cell_classes.png
Fill, decap, tap and diode cells in gray.
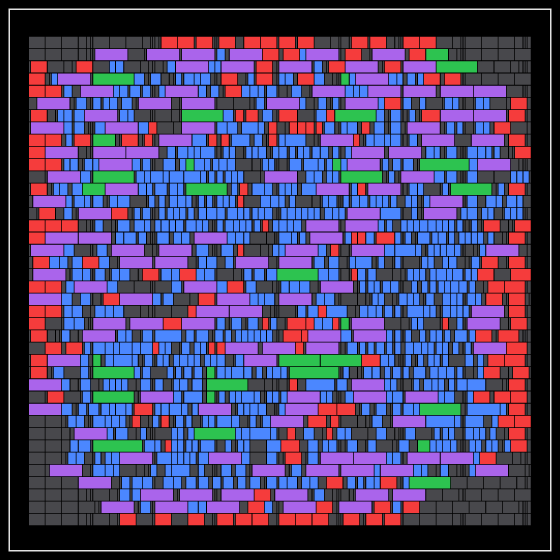
registers.png
Scale bar: 20 um.
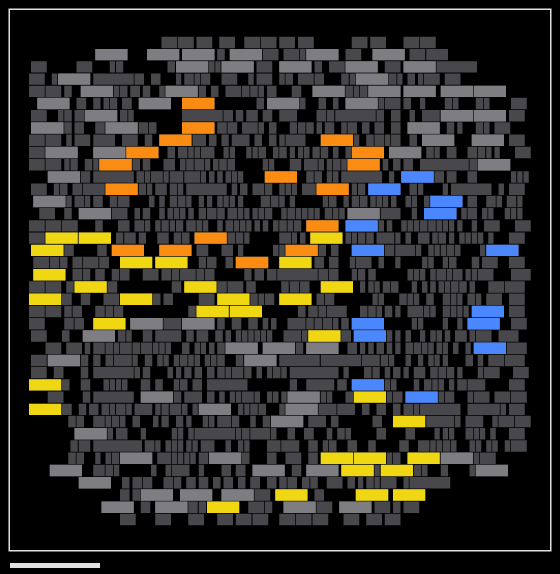
`src/rtl/prog_loader_pkg.sv`:
```
// Shared definitions for the boot-time program loader: header layout, commands, FSM states.
package prog_loader_pkg;

  localparam logic [1:0] CMD_IMEM  = 2'b00;
  localparam logic [1:0] CMD_DMEM  = 2'b01;
  localparam logic [1:0] CMD_NOP   = 2'b10;
  localparam logic [1:0] CMD_START = 2'b11;

  localparam int HDR_CMD_MSB  = 31;
  localparam int HDR_CMD_LSB  = 30;
  localparam int HDR_CNT_MSB  = 29;
  localparam int HDR_CNT_LSB  = 16;
  localparam int HDR_BASE_MSB = 15;
  localparam int HDR_BASE_LSB = 0;

  localparam int CNT_W  = HDR_CNT_MSB - HDR_CNT_LSB + 1;
  localparam int BASE_W = HDR_BASE_MSB - HDR_BASE_LSB + 1;

  typedef enum logic [1:0] {
    HDR  = 2'd0,
    DATA = 2'd1,
    CHK  = 2'd2,
    RUN  = 2'd3
  } state_t;

endpackage

```
`src/rtl/loader_wr_port.sv`:
```
// One memory write port of the loader: address counter, range check, registered one-cycle strobe.
module loader_wr_port
  import prog_loader_pkg::*;
#(
  parameter int AW = 8
) (
  input  logic              clk,
  input  logic              reset,
  input  logic              i_load,
  input  logic [BASE_W-1:0] i_base,
  input  logic              i_wr,
  input  logic [31:0]       i_data,
  output logic              o_we,
  output logic [AW-1:0]     o_addr,
  output logic [31:0]       o_wdata,
  output logic              o_range_err
);

  // One bit wider than the base so base+offset never wraps back into range.
  logic [BASE_W:0] r_ptr;
  logic            r_we;
  logic [AW-1:0]   r_addr;
  logic [31:0]     r_wdata;
  logic            w_in_range;

  assign w_in_range = (r_ptr < ((BASE_W+1)'(1) << AW));

  always_ff @(posedge clk) begin
    if (reset) begin
      r_ptr   <= '0;
      r_we    <= 1'b0;
      r_addr  <= '0;
      r_wdata <= '0;
    end else begin
      r_we <= i_wr && w_in_range;
      if (i_load) begin
        r_ptr <= {1'b0, i_base};
      end else if (i_wr) begin
        r_ptr <= r_ptr + 1'b1;
        if (w_in_range) begin
          r_addr  <= r_ptr[AW-1:0];
          r_wdata <= i_data;
        end
      end
    end
  end

  assign o_we        = r_we;
  assign o_addr      = r_addr;
  assign o_wdata     = r_wdata;
  assign o_range_err = i_wr && !w_in_range;

endmodule

```
`src/rtl/prog_loader.sv`:
```
// Boot-time loader: parses a header/payload word stream into IMEM/DMEM writes, holds the CPU in reset until START.
// Define LOADER_CHECKSUM_EN to require a per-block checksum word and block START after any error.
module prog_loader
  import prog_loader_pkg::*;
#(
  parameter int IMEM_AW = 8,
  parameter int DMEM_AW = 6
) (
  input  logic               clk,
  input  logic               reset,
  input  logic               in_valid,
  output logic               in_ready,
  input  logic [31:0]        in_data,
  output logic               imem_we,
  output logic [IMEM_AW-1:0] imem_addr,
  output logic [31:0]        imem_wdata,
  output logic               dmem_we,
  output logic [DMEM_AW-1:0] dmem_addr,
  output logic [31:0]        dmem_wdata,
  output logic               cpu_reset,
  output logic               busy,
  output logic               err,
  output logic [1:0]         o_dbg_state
);

  // Handshake: a word moves on a rising edge where in_valid && in_ready; no backpressure beyond RUN.
  state_t            r_state, w_next;
  logic [CNT_W-1:0]  r_rem;
  logic              r_tgt_dmem;
  logic              r_err;
  logic              w_acc, w_ready, w_load, w_wr, w_start_ok, w_err_set;
  logic              w_ierr, w_derr;
  logic [1:0]        w_cmd;
  logic [CNT_W-1:0]  w_cnt;
  logic [BASE_W-1:0] w_base;

  assign w_cmd  = in_data[HDR_CMD_MSB:HDR_CMD_LSB];
  assign w_cnt  = in_data[HDR_CNT_MSB:HDR_CNT_LSB];
  assign w_base = in_data[HDR_BASE_MSB:HDR_BASE_LSB];
  assign w_acc  = in_valid && !reset;

`ifdef LOADER_CHECKSUM_EN
  logic [31:0] r_sum;
  logic        w_chk;
  assign w_start_ok = !r_err;
  assign w_err_set  = w_ierr || w_derr || (w_chk && (in_data != r_sum));
`else
  assign w_start_ok = 1'b1;
  assign w_err_set  = w_ierr || w_derr;
`endif

  always_comb begin
    w_next  = r_state;
    w_ready = 1'b0;
    w_load  = 1'b0;
    w_wr    = 1'b0;
`ifdef LOADER_CHECKSUM_EN
    w_chk   = 1'b0;
`endif
    case (r_state)
      HDR: begin
        w_ready = 1'b1;
        if (w_acc) begin
          if ((w_cmd == CMD_IMEM || w_cmd == CMD_DMEM) && w_cnt != '0) begin
            w_load = 1'b1;
            w_next = DATA;
          end else if (w_cmd == CMD_START && w_start_ok) begin
            w_next = RUN;
          end
        end
      end
      DATA: begin
        w_ready = 1'b1;
        if (w_acc) begin
          w_wr = 1'b1;
          if (r_rem == CNT_W'(1)) begin
`ifdef LOADER_CHECKSUM_EN
            w_next = CHK;
`else
            w_next = HDR;
`endif
          end
        end
      end
`ifdef LOADER_CHECKSUM_EN
      CHK: begin
        w_ready = 1'b1;
        if (w_acc) begin
          w_chk  = 1'b1;
          w_next = HDR;
        end
      end
`endif
      RUN:     w_ready = 1'b0;
      default: w_next  = HDR;
    endcase
  end

  always_ff @(posedge clk) begin
    if (reset) r_state <= HDR;
    else       r_state <= w_next;
  end

  always_ff @(posedge clk) begin
    if (reset) begin
      r_rem      <= '0;
      r_tgt_dmem <= 1'b0;
      r_err      <= 1'b0;
    end else begin
      if (w_load) begin
        r_rem      <= w_cnt;
        r_tgt_dmem <= (w_cmd == CMD_DMEM);
      end else if (w_wr) begin
        r_rem <= r_rem - 1'b1;
      end
      r_err <= r_err || w_err_set;
    end
  end

`ifdef LOADER_CHECKSUM_EN
  always_ff @(posedge clk) begin
    if (reset)       r_sum <= '0;
    else if (w_load) r_sum <= '0;
    else if (w_wr)   r_sum <= r_sum + in_data;
  end
`endif

  loader_wr_port #(.AW(IMEM_AW)) u_imem_port (
    .clk         (clk),
    .reset       (reset),
    .i_load      (w_load && w_cmd == CMD_IMEM),
    .i_base      (w_base),
    .i_wr        (w_wr && !r_tgt_dmem),
    .i_data      (in_data),
    .o_we        (imem_we),
    .o_addr      (imem_addr),
    .o_wdata     (imem_wdata),
    .o_range_err (w_ierr)
  );

  loader_wr_port #(.AW(DMEM_AW)) u_dmem_port (
    .clk         (clk),
    .reset       (reset),
    .i_load      (w_load && w_cmd == CMD_DMEM),
    .i_base      (w_base),
    .i_wr        (w_wr && r_tgt_dmem),
    .i_data      (in_data),
    .o_we        (dmem_we),
    .o_addr      (dmem_addr),
    .o_wdata     (dmem_wdata),
    .o_range_err (w_derr)
  );

  assign in_ready    = w_ready && !reset;
  assign cpu_reset   = (r_state != RUN);
  assign busy        = (r_state == DATA);
  assign err         = r_err;
  assign o_dbg_state = r_state;

endmodule

```
`config.mk`:
```
export PLATFORM = sky130hd
export DESIGN_NAME = prog_loader
export DESIGN_NICKNAME = d
export VERILOG_FILES = /design/src/rtl/prog_loader_pkg.sv /design/src/rtl/loader_wr_port.sv /design/src/rtl/prog_loader.sv
export SDC_FILE = /design/constraint.sdc
export NUM_CORES = 1
export LEC_CHECK = 0
export ABC_AREA = 1
export CAP_MARGIN = 15
export CORE_MARGIN = 4
export CORE_UTILIZATION = 53
export DETAILED_ROUTE_END_ITERATION = 10
export GPL_TIMING_DRIVEN = 0
export HOLD_SLACK_MARGIN = 0.1
export PLACE_DENSITY = 0.81
export SLEW_MARGIN = 40
export SYNTH_ARGS = -nofsm -noshare
export SYNTH_HDL_FRONTEND = slang
export SYNTH_HIERARCHICAL = 1
export SYNTH_SLANG_ARGS = --single-unit
```
`constraint.sdc`:
```
create_clock -name clk -period 3 [get_ports clk]
set_input_delay 0.6 -clock clk [delete_from_list [all_inputs] [get_ports clk]]
set_output_delay 0.6 -clock clk [all_outputs]
set_load 0.01 [all_outputs]
```
==> out/results.ini <==
[worst_setup_path]
cp_max_fo = 10
cp_cell_sequence = clkdlybuf4s50_1, nor2_1, nand2_1, nor2_1, nand2_2, nand3_4, buf_6, nor2_1, buf_2, inv_2, nand2_1, inv_2, nand3_2, buf_4, buf_6, nand2_1, a21oi_1
cp_num_buf_inv = 7
worstPathArrival_ns = 3.04
critical_path_class = in2reg
cp.required_ns = 3.28
crit_family = buffers and inverters

[min_path]
hp-class = reg2reg

[detailed_routing]
met3_length_mm = 2.212
initialDrtViolationCount = 1037
wl_mm = 21.40
antenna_left = 0
wl_met1_mm = 8.903

[synth]
ys_seq_share_pct = 39.68
synth.comb.largest_family = simple AND/OR/NAND/NOR gates
xor_share_pct = 1.184
synthCells = 935
yosysUniqueCellTypes = 36
ys_area_um2 = 6659
mux_share_pct = 0
fa_ha_area_share_pct = 0.7516
syn_area_per_cell_um2 = 7.122

[clock_network]
cts_tree = done
cts-root-buf = clkbuf_16
numCtsBuffers = 17
clk_latency_ns = 0.42
clkSlewWorstSetupHoldPaths_ns = 0.05
clk_path_buf_depth = 2
htreeDepth = 4

[final_timing]
fin_crit_sh_pct = 91.94
rsz0062_at_grt = no
setup_viol = 0
min_period_ns = 2.758
maxSlewHeadroom_pct = 60.16
setup_slack_ns = 0.2418
hold_violations = 0

[die]
core-area_um2 = 12160
num_rows = 40
die_y_um = 120.1
num_io_pins = 121

[finish]
antenna_cells = 0
combGateArea_um2 = 3390
layout.cells.most_common_list = 190 x nand2_1, 132 x dfxtp_1, 115 x clkdlybuf4s50_1
area_growth_syn_to_layout_pct = 30.57
fillers = 1029
nNetsFinal = 1113
mostFrequentLayoutCell = nand2_1

[global_route]
antenna_found_initial = 0
grt_pass1_vias = 6397

[power]
power_leakage_nw = 3.349
finalPower_w = 0.004649

[outcome]
status = completed

[job]
warnings = 27

[place]
hpwlAfterDp_mm = 15.12
place.gp.congestion = 0.9397

Back to the opening pictures, cell_classes.png:
[blue] all other logic | cells: 749 | share of their area: 44%
[purple] flip-flops | cells: 132 | share of their area: 31%
[green] clock drivers and dummy loads | cells: 31 | share of their area: 7.1%
[red] other buffers and delay cells | cells: 174 | share of their area: 18%
sequential share of cell area: 30.39%
Util after Layout: 71.49%

Back to the opening pictures, registers.png:
[orange] u_dmem_port/r_ptr | sequential cells: 17
[yellow] u_imem_port/o_wdata | sequential cells: 32
[blue] r_rem | sequential cells: 14 | where: east
not colored: 69
Seq power: 0.00186 W
FF/Latch Area: 2643 um2

[worst register-to-register path, delay by kind of cell, from the launching register on]
kind	cells	cell delay, ns
and+or+nand+nor	7	0.77
DFF	1	0.34
buffers and inverters	7	1.05
AOI/OAI and AO/OA	1	0.13
[power by group]
| group | internal, W | switching (W) |
|---|---|---|
| Clock | 0.00136 | 0.000755 |
| Combinational | 0.000248 | 0.000431 |
| Sequential | 0.00181 | 0.0000548 |
[stage by stage]
step	TNS, ns	instances	cell area [um2]
3_3_place_gp	-36.48	1223	8070
6_report	0	1254	8695
5_1_grt	0	1254	8695
3_5_place_dp	-31.98	1223	8070
4_1_cts	0	1254	8670
2_1_floorplan	0	935	6659
[final timing paths]
| path | startpoint | end | slack, ns | depth (start not counted) |
|---|---|---|---|---|
| setup / recovery | in_data[25] | u_dmem_port/o_wdata[9]$_SDFFE_PP0P_ | 0.24 | 17 |
| hold / removal | u_dmem_port/o_wdata[23]$_SDFFE_PP0P_ | u_dmem_port/o_wdata[23]$_SDFFE_PP0P_ | 0.46 | 2 |
| setup reg to reg | o_dbg_state[1]$_SDFFE_PP0P_ | u_dmem_port/o_wdata[9]$_SDFFE_PP0P_ | 0.66 | 15 |
| hold reg to reg | u_dmem_port/o_wdata[23]$_SDFFE_PP0P_ | u_dmem_port/o_wdata[23]$_SDFFE_PP0P_ | 0.46 | 2 |
[cells in the mapped netlist]
library cell | number | area share (%)
o21bai_2 | 1 | 0.17
o21ai_1 | 3 | 0.23
o211ai_1 | 3 | 0.34
a22oi_1 | 18 | 2.0
inv_1 | 73 | 4.1
xnor2_1 | 5 | 0.66
nor2_2 | 1 | 0.094
nor2_8 | 1 | 0.30
buf_6 | 12 | 2.0
nand3_1 | 66 | 5.0
nand3b_1 | 3 | 0.34
nand3_2 | 2 | 0.30
o21ai_0 | 16 | 1.2
ha_1 | 4 | 0.75
nor3_2 | 2 | 0.30
or2_1 | 2 | 0.19
a21oi_1 | 111 | 8.3
buf_2 | 26 | 2.0
nor3_1 | 4 | 0.30
a211oi_2 | 1 | 0.19
nand2_4 | 1 | 0.17
dfxtp_1 | 132 | 40
a21o_1 | 2 | 0.23
inv_2 | 9 | 0.51
nor3_4 | 1 | 0.24
buf_4 | 1 | 0.11
nor2_4 | 4 | 0.68
nand2_2 | 30 | 2.8
xor2_1 | 4 | 0.53
nor2_1 | 97 | 5.5
nand2_1 | 191 | 11
nand3_4 | 2 | 0.53
clkbuf_1 | 15 | 0.85
nand4_1 | 87 | 8.2
a31oi_1 | 4 | 0.38
or2_0 | 1 | 0.094
[area by class of cell]
type,count,share of cell area (%)
Multi-Input combinational cell,667,38.98
Sequential cell,132,30.39
Timing Repair Buffer,120,13.96
Clock buffer,20,5.368
Buffer,54,3.785
Inverter,82,3.569
Tap cell,168,2.418
Clock inverter,11,1.525
[cells by family after synthesis]
family / count (synthesis)
AND-OR/OR-AND: 159
adder cells (fa/ha/maj): 4
XOR/XNOR: 9
AND/OR/NAND/NOR: 495
flip-flops: 132
buffers and inverters: 136
[what timing repair did]
item / CTS / global route
endpoints found under the setup margin: 0 / 84
resized: 0 / 10
buffers inserted: 0 / 0
Power is estimated from default activity; no workload was simulated.
